Design ucsbece154b_bp_update_ctrl, sky130hd; sources not shown.
Run 1, congestion heat map:
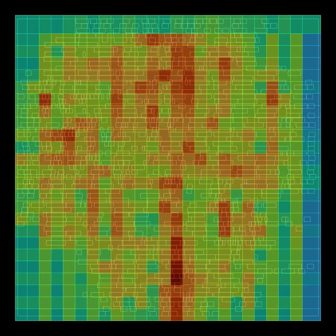
Total GRT Usage: 0.1801
met3 Use GR: 0.02907
drt wl/cell: 21.15 µm
M1 GR Usage: 0.2539
fin util: 0.4681

Run 1, where the registers sit:
Other sequential cells in the stronger grey, the rest of the logic in the fainter grey.
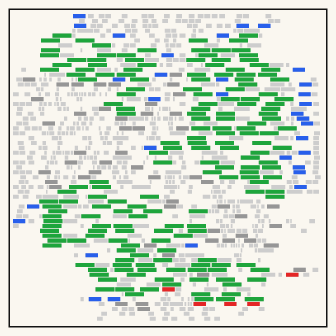
legend:
  PHTwriteaddress_o:
    colour: red
    placed_flops: 5
  BTBwritedata_o:
    colour: blue
    placed_flops: 32
    where: spread over the die
  u_fifo/mem:
    colour: green
    placed_flops: 180
fraction of area in registers: 0.5155
Register Area: 0.007172 mm²
Sequential Power: 2.25 mW

Run 1, placed cells, one colour a class:
The bar under the picture is 50 µm long.
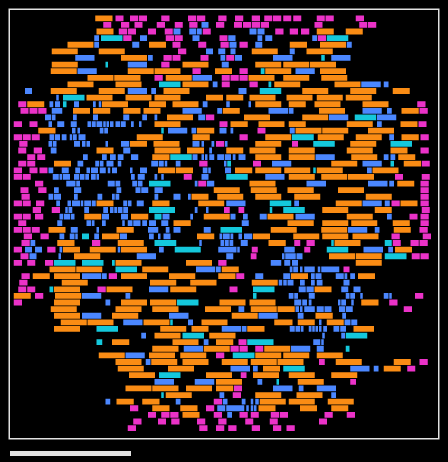
legend:
  clock drivers and dummy loads:
    colour: cyan
    cells: 54
    share_of_their_area: 6.9%
  remaining buffers and delay cells:
    colour: magenta
    cells: 205
    share_of_their_area: 15%
  sequential cells:
    colour: orange
    cells: 268
    share_of_their_area: 53%
  combinational and other logic:
    colour: blue
    cells: 396
    share_of_their_area: 25%
Cell Rows: 63
core area: 0.02972 mm²
Finished Cell Area: 0.01391 mm²

==> changes_impl.md, run 1 <==
### Physical design

* Final cell count without fillers at 1313
* RSZ-0062 raised after global routing: no
* Hold depth at 1
* Syn_nets at 820
* Outcome: finished clean
* Multi-input combinational area share at 0.2348
* Yosys xor share at 0.04043
* Largest net degree at the start of global routing at 44
* Routed Antenna Nets at 0
* Pwr dens at 379.5 mW/mm²
* Sequential share of the synthesized area at 0.6752
* Largest cell class by area: registers
* Area leader share at 0.5093
* Num Clock Sinks at 268
* Peak supply drop at 182.5 µV
* Final worst slack at 1.848 ns
* LEAKAGE at 4.600 nW
* HP Class: flop to flop
* Total CTS buffers at 29
* CTS Buffer Depth at 3
* Mux cell area share at 0.09831
* Resize count post-CTS at 0
* Final-report hold violation count at 0
* Most common cell in the synthesized netlist: edfxtp_1
* Complex Gates by Area at 0.03843
run 1: where the power goes:
part | internal (mW) | switching [mW] | leakage, nW
Sequential | 2.17 | 0.0891 | 2.37
Clock | 0.961 | 0.686 | 0.476
Combinational | 0.437 | 0.941 | 1.76
Total | 3.56 | 1.72 | 4.60
run 1: critical path: stages (launching register included):
cell and delay (ns):
dfxtp_1 0.39, xnor2_1 0.69, nand2_1 0.31, nor2_1 0.26, nand2_1 0.12, clkdlybuf4s50_1 0.99
run 1: metal layers:
layer,global-route usage,share of wire,vias to the layer above
met5,0,0,-
met4,0.05471,0.028,0
met3,0.02907,0.053,41
met2,0.2851,0.47,212
met1,0.2539,0.45,3318
li1,-,-,3106
## Run 2: what changed since run 1
Clock period 6.3 ns to 4.4 ns, I/O delays scaled along.
Run 2, placed cells, one colour a class:
The bar under the picture is 50 µm long.
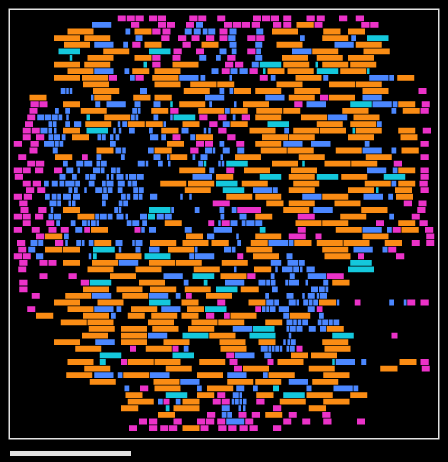
legend:
  sequential cells:
    colour: orange
    cells: 268
    share_of_their_area: 53%
  combinational and other logic:
    colour: blue
    cells: 396
    share_of_their_area: 24%
  remaining buffers and delay cells:
    colour: magenta
    cells: 217
    share_of_their_area: 16%
  clock drivers and dummy loads:
    colour: cyan
    cells: 52
    share_of_their_area: 6.9%
fraction of area in registers: 0.5093
Finished Cell Area: 0.01408 mm²

==> run 2 against run 1 <==
Compared with the run above:
- power is 44% higher
- core utilization is 0.57 points higher
- clock power is 44% higher
- register-to-register slack worse by 1.4 ns
- sequential share of layout area is 0.62 points lower
- largest power group unchanged
==> changes_impl.md, run 2 <==
### Physical design

* Outcome: finished clean
* Routed Antenna Nets at 0
* RSZ-0062 raised after global routing: no
* Crit-path slowest cell: clkdlybuf4s50_1
* Hold depth at 1
* Final cell count without fillers at 1323
* Final-report hold violation count at 0
* Drt wl/cell at 21.10 µm
* Total GRT Usage at 0.1810
* Sequential share of the synthesized area at 0.6752
* Most common cell in the synthesized netlist: edfxtp_1
* Critical path's largest stage delay at 0.96 ns
* Crit-path cells: xnor2_1 -> nand2_1 -> nor2_1 -> inv_1 -> clkdlybuf4s50_1
* CTS Buffer Depth at 3
* Largest net degree at the start of global routing at 43
* Area leader share at 0.5093
* HP Class: flop to flop
* Resize count post-CTS at 0
* DR top layer: met4
* Pwr dens at 541.5 mW/mm²
* Num Clock Sinks at 268
* Metal3 WL at 1.689 mm
* GR Util met2 at 0.2838
## run 2: power by group
part           switching, mW  internal, mW  total, mW
Clock                  0.957          1.43       2.38
Sequential             0.125          3.10       3.22
Combinational           1.36         0.663       2.02
## run 2: cell families after synthesis
| kind of cell | share of synthesized area |
|---|---|
| XOR/XNOR | 0.04043 |
| AND-OR/OR-AND | 0.03843 |
| adder cells (fa/ha/maj) | 0.007073 |
| flip-flops | 0.6752 |
| multiplexers | 0.09831 |
| buffers and inverters | 0.02039 |
| AND/OR/NAND/NOR | 0.1201 |
## run 2: area by class of cell
type	count	share of cell area
repair buffers	217	0.1550
clock inverters	23	0.01519
inverters	9	0.002399
multi-input cells	387	0.2320
flip-flops and latches	268	0.5093
clock buffers	29	0.05153
well taps	390	0.03465
Power figures rest on the tool's default switching activity, not on a simulated workload.
